File: src/rtl/dm_pkg.sv
// Shared encodings for the data-memory access controller: access sizes and FSM states.
package dm_pkg;
  localparam logic [1:0] SZ_BYTE = 2'b00;
  localparam logic [1:0] SZ_HALF = 2'b01;
  localparam logic [1:0] SZ_WORD = 2'b10;
  localparam logic [1:0] SZ_RSVD = 2'b11;

  typedef enum logic [1:0] {IDLE, RD, WR, RESP} state_t;
endpackage

File: src/rtl/dm_byte_lane.sv
// Combinational lane logic: load extract/extend and sub-word store merge (little-endian lanes).
module dm_byte_lane
  import dm_pkg::*;
(
  input  logic [1:0]  size,
  input  logic        isUnsigned,
  input  logic [1:0]  offset,
  input  logic [31:0] oldWord,
  input  logic [31:0] newData,
  output logic [31:0] loadData,
  output logic [31:0] mergedWord
);
  logic [7:0]  byteVal;
  logic [15:0] halfVal;

  always_comb begin
    byteVal    = oldWord[{offset, 3'b000} +: 8];
    halfVal    = oldWord[{offset[1], 4'b0000} +: 16];
    loadData   = oldWord;
    mergedWord = oldWord;
    case (size)
      SZ_BYTE: begin
        loadData = {{24{~isUnsigned & byteVal[7]}}, byteVal};
        mergedWord[{offset, 3'b000} +: 8] = newData[7:0];
      end
      SZ_HALF: begin
        loadData = {{16{~isUnsigned & halfVal[15]}}, halfVal};
        mergedWord[{offset[1], 4'b0000} +: 16] = newData[15:0];
      end
      default: begin
        loadData   = oldWord;
        mergedWord = newData;
      end
    endcase
  end
endmodule

File: src/rtl/dm_access_ctrl.sv
// Load/store initiator for the word-addressed data memory; sub-word stores run as read-modify-write.
module dm_access_ctrl
  import dm_pkg::*;
#(
  parameter int ADDR_W      = 32,
  parameter bit CHECK_ALIGN = 1'b1
) (
  input  logic              clk,
  input  logic              rst_n,
  input  logic              req_valid,
  output logic              req_ready,
  input  logic              req_wr,
  input  logic [1:0]        req_size,
  input  logic              req_unsigned,
  input  logic [ADDR_W-1:0] req_addr,
  input  logic [31:0]       req_wdata,
  output logic              resp_valid,
  output logic [31:0]       resp_rdata,
  output logic              resp_err,
  output logic [ADDR_W-1:0] mem_addr,
  output logic [31:0]       mem_wdata,
  output logic              mem_we,
  input  logic [31:0]       mem_rdata,
  output state_t            dbgState
);
  // Handshake: a request transfers on a rising edge where req_valid && req_ready;
  // req_ready is high only in IDLE and the response (resp_valid) has no backpressure.
  state_t      state, nextState;
  logic        wrReg, unsReg;
  logic [1:0]  sizeReg, offReg;
  logic [31:0] wdataReg;
  logic        reqErr;
  logic [1:0]  reqOff;
  logic [31:0] laneLoad, laneMerge;

  always_comb begin
    reqErr = (req_size == SZ_RSVD);
    if (CHECK_ALIGN) begin
      if (req_size == SZ_HALF && req_addr[0]) reqErr = 1'b1;
      if (req_size == SZ_WORD && req_addr[1:0] != 2'b00) reqErr = 1'b1;
    end
    // Lane offset is forced to natural alignment, which only matters when CHECK_ALIGN=0.
    case (req_size)
      SZ_BYTE: reqOff = req_addr[1:0];
      SZ_HALF: reqOff = {req_addr[1], 1'b0};
      default: reqOff = 2'b00;
    endcase
  end

  dm_byte_lane u_lane (
    .size       (sizeReg),
    .isUnsigned (unsReg),
    .offset     (offReg),
    .oldWord    (mem_rdata),
    .newData    (wdataReg),
    .loadData   (laneLoad),
    .mergedWord (laneMerge)
  );

  always_comb begin
    nextState = state;
    case (state)
      IDLE: if (req_valid) begin
        if (reqErr)                             nextState = RESP;
        else if (req_wr && req_size == SZ_WORD) nextState = WR;
        else                                    nextState = RD;
      end
      RD:      nextState = wrReg ? WR : RESP;
      WR:      nextState = RESP;
      RESP:    nextState = IDLE;
      default: nextState = IDLE;
    endcase
  end

  always_ff @(posedge clk or negedge rst_n) begin
    if (!rst_n) begin
      state      <= IDLE;
      wrReg      <= 1'b0;
      unsReg     <= 1'b0;
      sizeReg    <= SZ_BYTE;
      offReg     <= 2'b00;
      wdataReg   <= '0;
      resp_valid <= 1'b0;
      resp_rdata <= '0;
      resp_err   <= 1'b0;
      mem_addr   <= '0;
      mem_wdata  <= '0;
      mem_we     <= 1'b0;
    end else begin
      state      <= nextState;
      mem_we     <= 1'b0;
      resp_valid <= 1'b0;
      resp_rdata <= '0;
      resp_err   <= 1'b0;
      case (state)
        IDLE: if (req_valid) begin
          wrReg    <= req_wr;
          unsReg   <= req_unsigned;
          sizeReg  <= req_size;
          offReg   <= reqOff;
          wdataReg <= req_wdata;
          if (reqErr) begin
            resp_valid <= 1'b1;
            resp_err   <= 1'b1;
          end else begin
            mem_addr <= {req_addr[ADDR_W-1:2], 2'b00};
            if (req_wr && req_size == SZ_WORD) begin
              mem_we    <= 1'b1;
              mem_wdata <= req_wdata;
            end
          end
        end
        // The read word is consumed at the RD exit edge: merged into the store or extended for the load.
        RD: if (wrReg) begin
          mem_we    <= 1'b1;
          mem_wdata <= laneMerge;
        end else begin
          resp_valid <= 1'b1;
          resp_rdata <= laneLoad;
        end
        WR:      resp_valid <= 1'b1;
        default: ;
      endcase
    end
  end

  assign req_ready = (state == IDLE);
  assign dbgState  = state;
endmodule

File: config.mk
export PLATFORM = sky130hd
export DESIGN_NAME = dm_access_ctrl
export DESIGN_NICKNAME = d
export VERILOG_FILES = /design/src/rtl/dm_pkg.sv /design/src/rtl/dm_byte_lane.sv /design/src/rtl/dm_access_ctrl.sv
export SDC_FILE = /design/constraint.sdc
export NUM_CORES = 1
export LEC_CHECK = 0
export ABC_AREA = 1
export CAP_MARGIN = 20
export CORE_UTILIZATION = 58
export DETAILED_ROUTE_END_ITERATION = 8
export DONT_BUFFER_PORTS = 1
export PLACE_DENSITY = 0.73
export SETUP_SLACK_MARGIN = 0.15
export SLEW_MARGIN = 10
export SYNTH_ARGS = -nofsm -noshare
export SYNTH_HDL_FRONTEND = slang
export SYNTH_HIERARCHICAL = 1
export SYNTH_SLANG_ARGS = --single-unit
File: constraint.sdc
create_clock -name clk -period 2.1 [get_ports clk]
set_clock_uncertainty 0.2 [all_clocks]
set_input_delay 0.42 -clock clk [delete_from_list [all_inputs] [get_ports clk]]
set_output_delay 0.42 -clock clk [all_outputs]
set_load 0.005 [all_outputs]
run_1/logic_types.png
(2 px per micron)
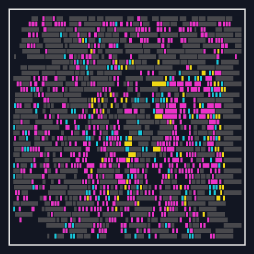
colour	family	cells	most used
magenta	nand cells	540	nand2_1
cyan	inv cells	115	inv_1
yellow	nor cells	72	nor2_1
dominant logic cell type in the layout: nand2_1
combinational share of cell area: 39.17%
Cell Count, Final, Fillers Out: 1335

run_1/detail.png
Region (46, 23) to (71, 48) microns. Cells in grey, sequential cells in the stronger grey; small squares are vias.
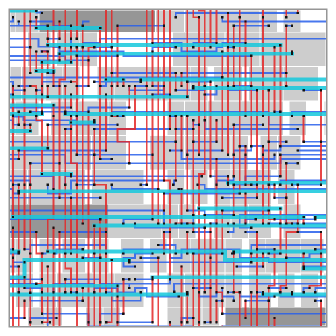
colour	layer
blue	metal 1
red	metal 2
cyan	metal 3
netlist names of flops here include	wdataReg (2), mem_wdata (1)
cells with their middle in the window	85
sequential cells in the window	3
most frequent	nand2_1 (31), buf_4 (8), nor2_1 (6)

run_1/congestion.png
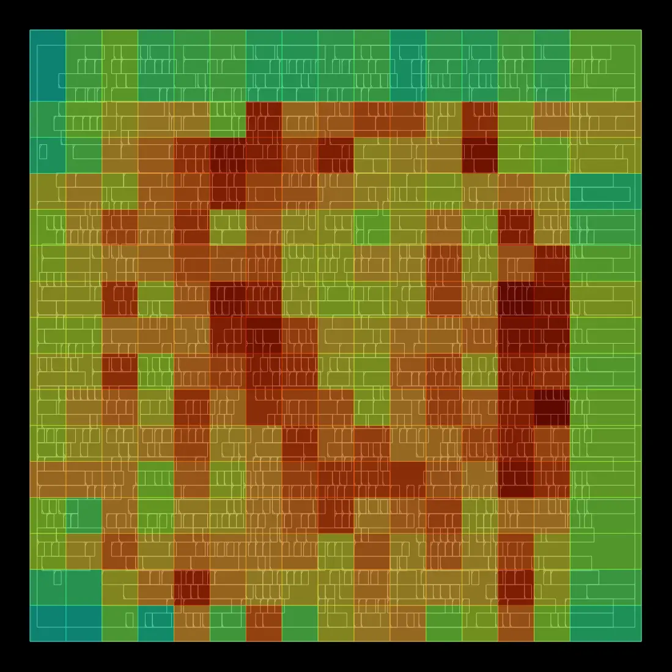
total global routing track utilization: 33.36%
global routing's busiest layer: met2
Global Route met2 Usage: 51.14%
final standard cell utilization of the core: 75.14%
met1 track demand over resource: 45.01%

==> qor.json, run 1 <==
{
  "status": "finished, violations left",
  "violations_in_the_final_reports": "hold timing",
  "crit_path_max_delay_cell_type": "dfrtp_1",
  "globalRouteOverflowTotal": 0,
  "clock_slew_at_the_register_clock_pins_of_the_worst_setup_and_hold_paths_ns": 0.06,
  "ao_oa_area_share_pct": 9.367,
  "synth-cells-yosys": 1072,
  "logic_family": "simple AND/OR/NAND/NOR gates",
  "fin_hold_ws_ns": -0.5062,
  "root_buffer": "clkbuf_16",
  "flow.area_growth_from_synthesis_pct": 24.75,
  "flip_flops_with_a_built_in_enable": 0,
  "power_frac_clock_pct": 20.6,
  "grt_max_degree": 138,
  "dominant_power_group": "combinational logic",
  "unrepaired_setup_endpoints_after_global_routing": "true",
  "synth-simple-area-share_pct": 34.66,
  "worst_setup_path_end_kind": "flop",
  "route.detailed.wl_per_inst_microns": 17.36,
  "cp_num_cells": 12,
  "die_height_microns": 117.2,
  "p_switching_mw": 6.376,
  "yosysWarnings": 6,
  "synth-area-yosys_sq_um": 7694,
  "detail_route.first_pass.iterations": 6,
  "synthTopCellsByCount": "nand2_1 (421), dfrtp_1 (137), inv_1 (109)",
  "clock_sink_count": 137,
  "ys.flop_type": "dfrtp_1",
  "final.setup.worst_slack_ns": 0.1462,
  "largest_registers": "mem_wdata (32), resp_rdata (32), wdataReg (32)",
  "drt-total-wl_microns": 23180,
  "nNonClkInverters": 115,
  "irDropWorstVdd_mv": 1.235,
  "gp_congestion": 0.9324,
  "grt_antenna_before_repair": 1,
  "power_switching_share_pct": 43.83,
  "drtIter0Drc": 925,
  "synth-xor-area-share_pct": 0,
  "totalNegativeSetupSlack_ns": 0,
  "power.share.combinational_pct": 47.5,
  "dominant-cell-class": "combinational gates",
  "num_vias": 7490,
  "io-pin-count": 205,
  "cell_family_with_the_largest_share_of_critical_path_delay": "simple AND/OR/NAND/NOR gates",
  "drive_gt1_share_pct": 14.63,
  "die_area_sq_um": 13730,
  "postCtsResizedCells": 10,
  "nNetsFinal": 1262,
  "netlist-cell-type-count": 35,
  "post-route-min-period_ns": 1.954,
  "grt_pass1_vias": 6674,
  "via_per_inst": 5.610,
  "postSynth.asyncResetShare_pct": 100.0,
  "crit_path_max_fanout": 8,
  "layout.cell_area.non_filler_sq_um": 9598,
  "max_stage_delay_ns": 0.40,
  "crit_type": "reg -> reg",
  "report.final.hold_viol_count": 137,
  "initial_utilization_pct": 60.23,
  "core_area_sq_um": 12770,
  "synthDominantCellAreaShare_pct": 44.56,
  "endpoint_of_the_worst_setup_timing_path": "mem_wdata[13]",
  "slew_viol_final": 0,
  "share_seq_of_total_power_pct": 31.9,
  "fmax_mhz": 511.8,
  "numSynthFlops": 137,
  "critical_path.reg2reg.startpoint": "offReg[0]",
  "layout.clock.cell_area_share_pct": 6.127,
  "cts_inserted_buffers": 17,
  "worst_hold_path_type": "in -> async",
  "yosys.area_share.adder_pct": 1.626,
  "comb-power_mw": 6.91,
  "tritoncts": "built",
  "post_synth.cell_area_avg_sq_um": 7.177,
  "warnings": 41,
  "power_report.internal_total_mw": 8.170,
  "crit_chain": "inv_2, ha_4, inv_2, nor2_4, nand2_4, o21ai_1, nand2_1, nand2_1, nand2_1, o21ai_0, nand3_1, nand2_1",
  "yosysTopAreaCell": "dfrtp_1",
  "port-buffer-count": 0,
  "synth.top_cells.by_area": "dfrtp_1 (45%), nand2_1 (21%), o21ai_0 (6.4%)",
  "finalPower_mw": 14.55,
  "layout.filler_cells": 955,
  "final-nonclk-buf-share_pct": 12.14,
  "postCtsSetupRepairBufs": 5
}
--- run 2 (diff from run 1) ---
--- a/config.mk
+++ b/config.mk
@@ -7,10 +7,12 @@
 export LEC_CHECK = 0
 export ABC_AREA = 1
 export CAP_MARGIN = 20
-export CORE_UTILIZATION = 58
+export CORE_ASPECT_RATIO = 0.8
+export CORE_UTILIZATION = 60
 export DETAILED_ROUTE_END_ITERATION = 8
 export DONT_BUFFER_PORTS = 1
 export PLACE_DENSITY = 0.73
+export REMOVE_ABC_BUFFERS = 1
 export SETUP_SLACK_MARGIN = 0.15
 export SLEW_MARGIN = 10
 export SYNTH_ARGS = -nofsm -noshare
==> constraint.sdc (replaced) <==
create_clock -name clk -period 2.15 [get_ports clk]
set_clock_uncertainty 0.2 [all_clocks]
set_input_delay 0.43 -clock clk [delete_from_list [all_inputs] [get_ports clk]]
set_output_delay 0.43 -clock clk [all_outputs]
set_load 0.005 [all_outputs]
run_2/congestion.png
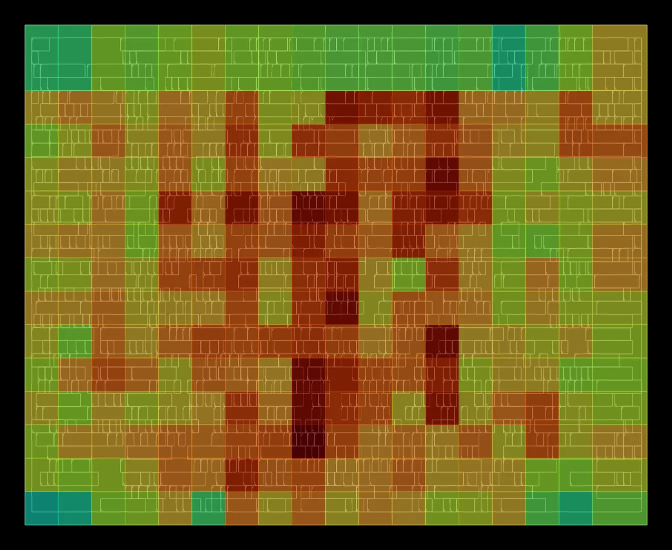
fraction of met3 tracks used by global routing: 9.516%
Global Route met2 Usage: 56.13%

==> run 2 against run 1 <==
Net effect: the flow still finishes with violations (hold timing); register-to-register slack improved by 0.08 ns; utilization decreased by 0.18 points; total power decreased by 7.7%; critical path depth decreased by 9; combinational power decreased by 11%; non-clock buffer count decreased by 14; first-iteration DRC count decreased by 24%; count of clock-buffer cells in the layout increased by 5; sequential cell count unchanged; worst setup slack improved by 0.085 ns; hold slack improved by 0.010 ns; sequential share of layout area increased by 1.3 points; critical endpoint is now req_ready.
==> qor.json, run 2 <==
{
  "final-comb-area_sq_um": 3638,
  "crit_path_max_delay_cell_type": "dfrtp_1",
  "initial_utilization_pct": 62.34,
  "num_vias": 7278,
  "worst_setup_path_end_kind": "output pin",
  "largest_registers": "mem_wdata (32), resp_rdata (32), wdataReg (32)",
  "layout.filler_cells": 991,
  "cp_num_cells": 3,
  "numSynthFlops": 137,
  "pwr.group.clock_mw": 2.73,
  "met3_wirelength_microns": 2284,
  "worstSetupStartpointType": "flop",
  "flow.area_growth_from_synthesis_pct": 20.25,
  "layout.area.seq_sq_um": 3431,
  "root_buffer": "clkbuf_16",
  "required_ns": 1.52,
  "timing.critical_path.buf_inv": 2,
  "power.density_cell_area_nw_per_um2": 1451,
  "synth-cells-yosys": 1072,
  "comb.multi_input.count": 765,
  "final_core_util_pct": 74.96,
  "io-pin-count": 205,
  "p_switching_mw": 5.867,
  "critical_path.reg2reg.endpoint": "mem_wdata[19]",
  "post_synth.cell_area_avg_sq_um": 7.177,
  "yosys.area_share.adder_pct": 1.626,
  "drt-total-wl_microns": 22790,
  "fmax_mhz": 521.1,
  "nNetsFinal": 1247,
  "unrepaired_setup_endpoints_after_global_routing": "true",
  "comb-power_mw": 6.17,
  "yosysWarnings": 6,
  "route.detailed.wl_per_inst_microns": 17.30,
  "irDropWorstVdd_mv": 0.8364,
  "post-route-min-period_ns": 1.919,
  "synth.top_cells.by_area": "dfrtp_1 (45%), nand2_1 (21%), o21ai_0 (6.4%)",
  "die_area_sq_um": 13280,
  "core.rowCount": 36,
  "layout.clock.cell_area_share_pct": 5.951,
  "antenna_violating_nets_post_route": 0,
  "comb-cell-share_pct": 39.33,
  "drtIter0Drc": 703,
  "warnings": 39,
  "dominant-cell-class": "combinational gates",
  "place_worst_setup_slack_ns": 0.1083,
  "crit_path_max_fanout": 5,
  "layout.cell_area.non_filler_sq_um": 9251,
  "cts.path.max_buffers": 2,
  "via_per_inst": 5.526,
  "dominant_power_group": "combinational logic",
  "final.setup.worst_slack_ns": 0.2310,
  "worstPathArrival_ns": 1.29,
  "final_min_period_over_clock_period_pct": 89.26,
  "met2_length_microns": 10520,
  "die_height_microns": 103.3,
  "power_switching_share_pct": 43.72,
  "flop-count": 137,
  "netlist-cell-type-count": 35,
  "final-nonclk-buf-share_pct": 10.63,
  "crit_type": "reg -> out",
  "worst_hold_path_type": "in -> async",
  "non_clock_buffer_count": 98,
  "tap-cell-count": 171,
  "seq_share_pct": 37.08,
  "critical_path.reg2reg.startpoint": "offReg[1]",
  "status": "finished, violations left",
  "layout_top_cells_excl_fill_tap": "nand2_1 (416), dfrtp_1 (135), inv_1 (105)",
  "ys.flop_type": "dfrtp_1",
  "logic_family": "simple AND/OR/NAND/NOR gates",
  "area_fraction_in_mux_cells_pct": 0,
  "syn_area_sq_um": 7694,
  "drc": 0,
  "postSynth.asyncResetShare_pct": 100.0,
  "post_placement_cell_area_sq_um": 7875,
  "totalNegativeSetupSlack_ns": 0,
  "detail_route.wirelength.met1_microns": 9492,
  "grt_pass1_wl_microns": 35250,
  "power_frac_clock_pct": 20.4,
  "synthTopCellsByCount": "nand2_1 (421), dfrtp_1 (137), inv_1 (109)",
  "postCtsSetupRepairBufs": 0,
  "powerSeq_mw": 4.52,
  "port-buffer-count": 0,
  "grt_max_degree": 138,
  "clock_network_latency_to_the_later_pin_of_the_worst_skew_pair_ns": 0.42,
  "synth-area-yosys_sq_um": 7694,
  "detail_route.first_pass.iterations": 6,
  "globalRoute.busiestLayer": "met2",
  "report.final.hold_viol_count": 137,
  "highest-signal-layer": "met5",
  "gp_congestion": 0.9202,
  "synthDominantCellAreaShare_pct": 44.56,
  "grt_antenna_before_repair": 1,
  "flip_flops_with_a_built_in_enable": 0,
  "synth-simple-area-share_pct": 34.66,
  "globalRouteOverflowTotal": 0,
  "nClkBuffers": 24,
  "cell_family_with_the_largest_share_of_critical_path_delay": "flip-flops",
  "critical_path.startpoint": "dbgState[1]",
  "grt_util_all_layers_pct": 35.05,
  "layout.cells.most_common": "nand2_1",
  "synth-xor-area-share_pct": 0,
  "grt_pass1_vias": 6834,
  "core_area_sq_um": 12340,
  "clock_sink_count": 137,
  "cts_inserted_buffers": 17,
  "power.share.combinational_pct": 46.0,
  "ao_oa_area_share_pct": 9.367,
  "drive_gt1_share_pct": 11.52,
  "cell_count_final_fillers_out": 1317,
  "clock_slew_at_the_register_clock_pins_of_the_worst_setup_and_hold_paths_ns": 0.06,
  "fin_hold_ws_ns": -0.4962,
  "endpoint_of_the_worst_setup_timing_path": "req_ready",
  "tritoncts": "built",
  "leakagePower_nw": 4.956,
  "power_report.internal_total_mw": 7.553,
  "worst_case_reg_to_reg_path_depth": 12,
  "postCtsHoldBufs": 64,
  "postCtsResizedCells": 8,
  "postSynthCellCount": 1072,
  "share_of_the_yosys_chip_area_belonging_to_registers_pct": 44.56,
  "cts.htree.levels": 4,
  "groute.layer.met1.usage_pct": 46.44,
  "maxCapViolCount": 0,
  "max_stage_delay_ns": 0.43,
  "yosysTopAreaCell": "dfrtp_1",
  "crit_chain": "inv_2, ha_4, buf_4",
  "setup.reg_to_reg.worst_slack_ns": 0.23,
  "slew_viol_final": 0,
  "finalPower_mw": 13.42,
  "dp_cells": 1218,
  "nNonClkInverters": 115,
  "violations_in_the_final_reports": "hold timing",
  "share_seq_of_total_power_pct": 33.7
}
No activity file was given, so power comes from the tool's default toggle rates.
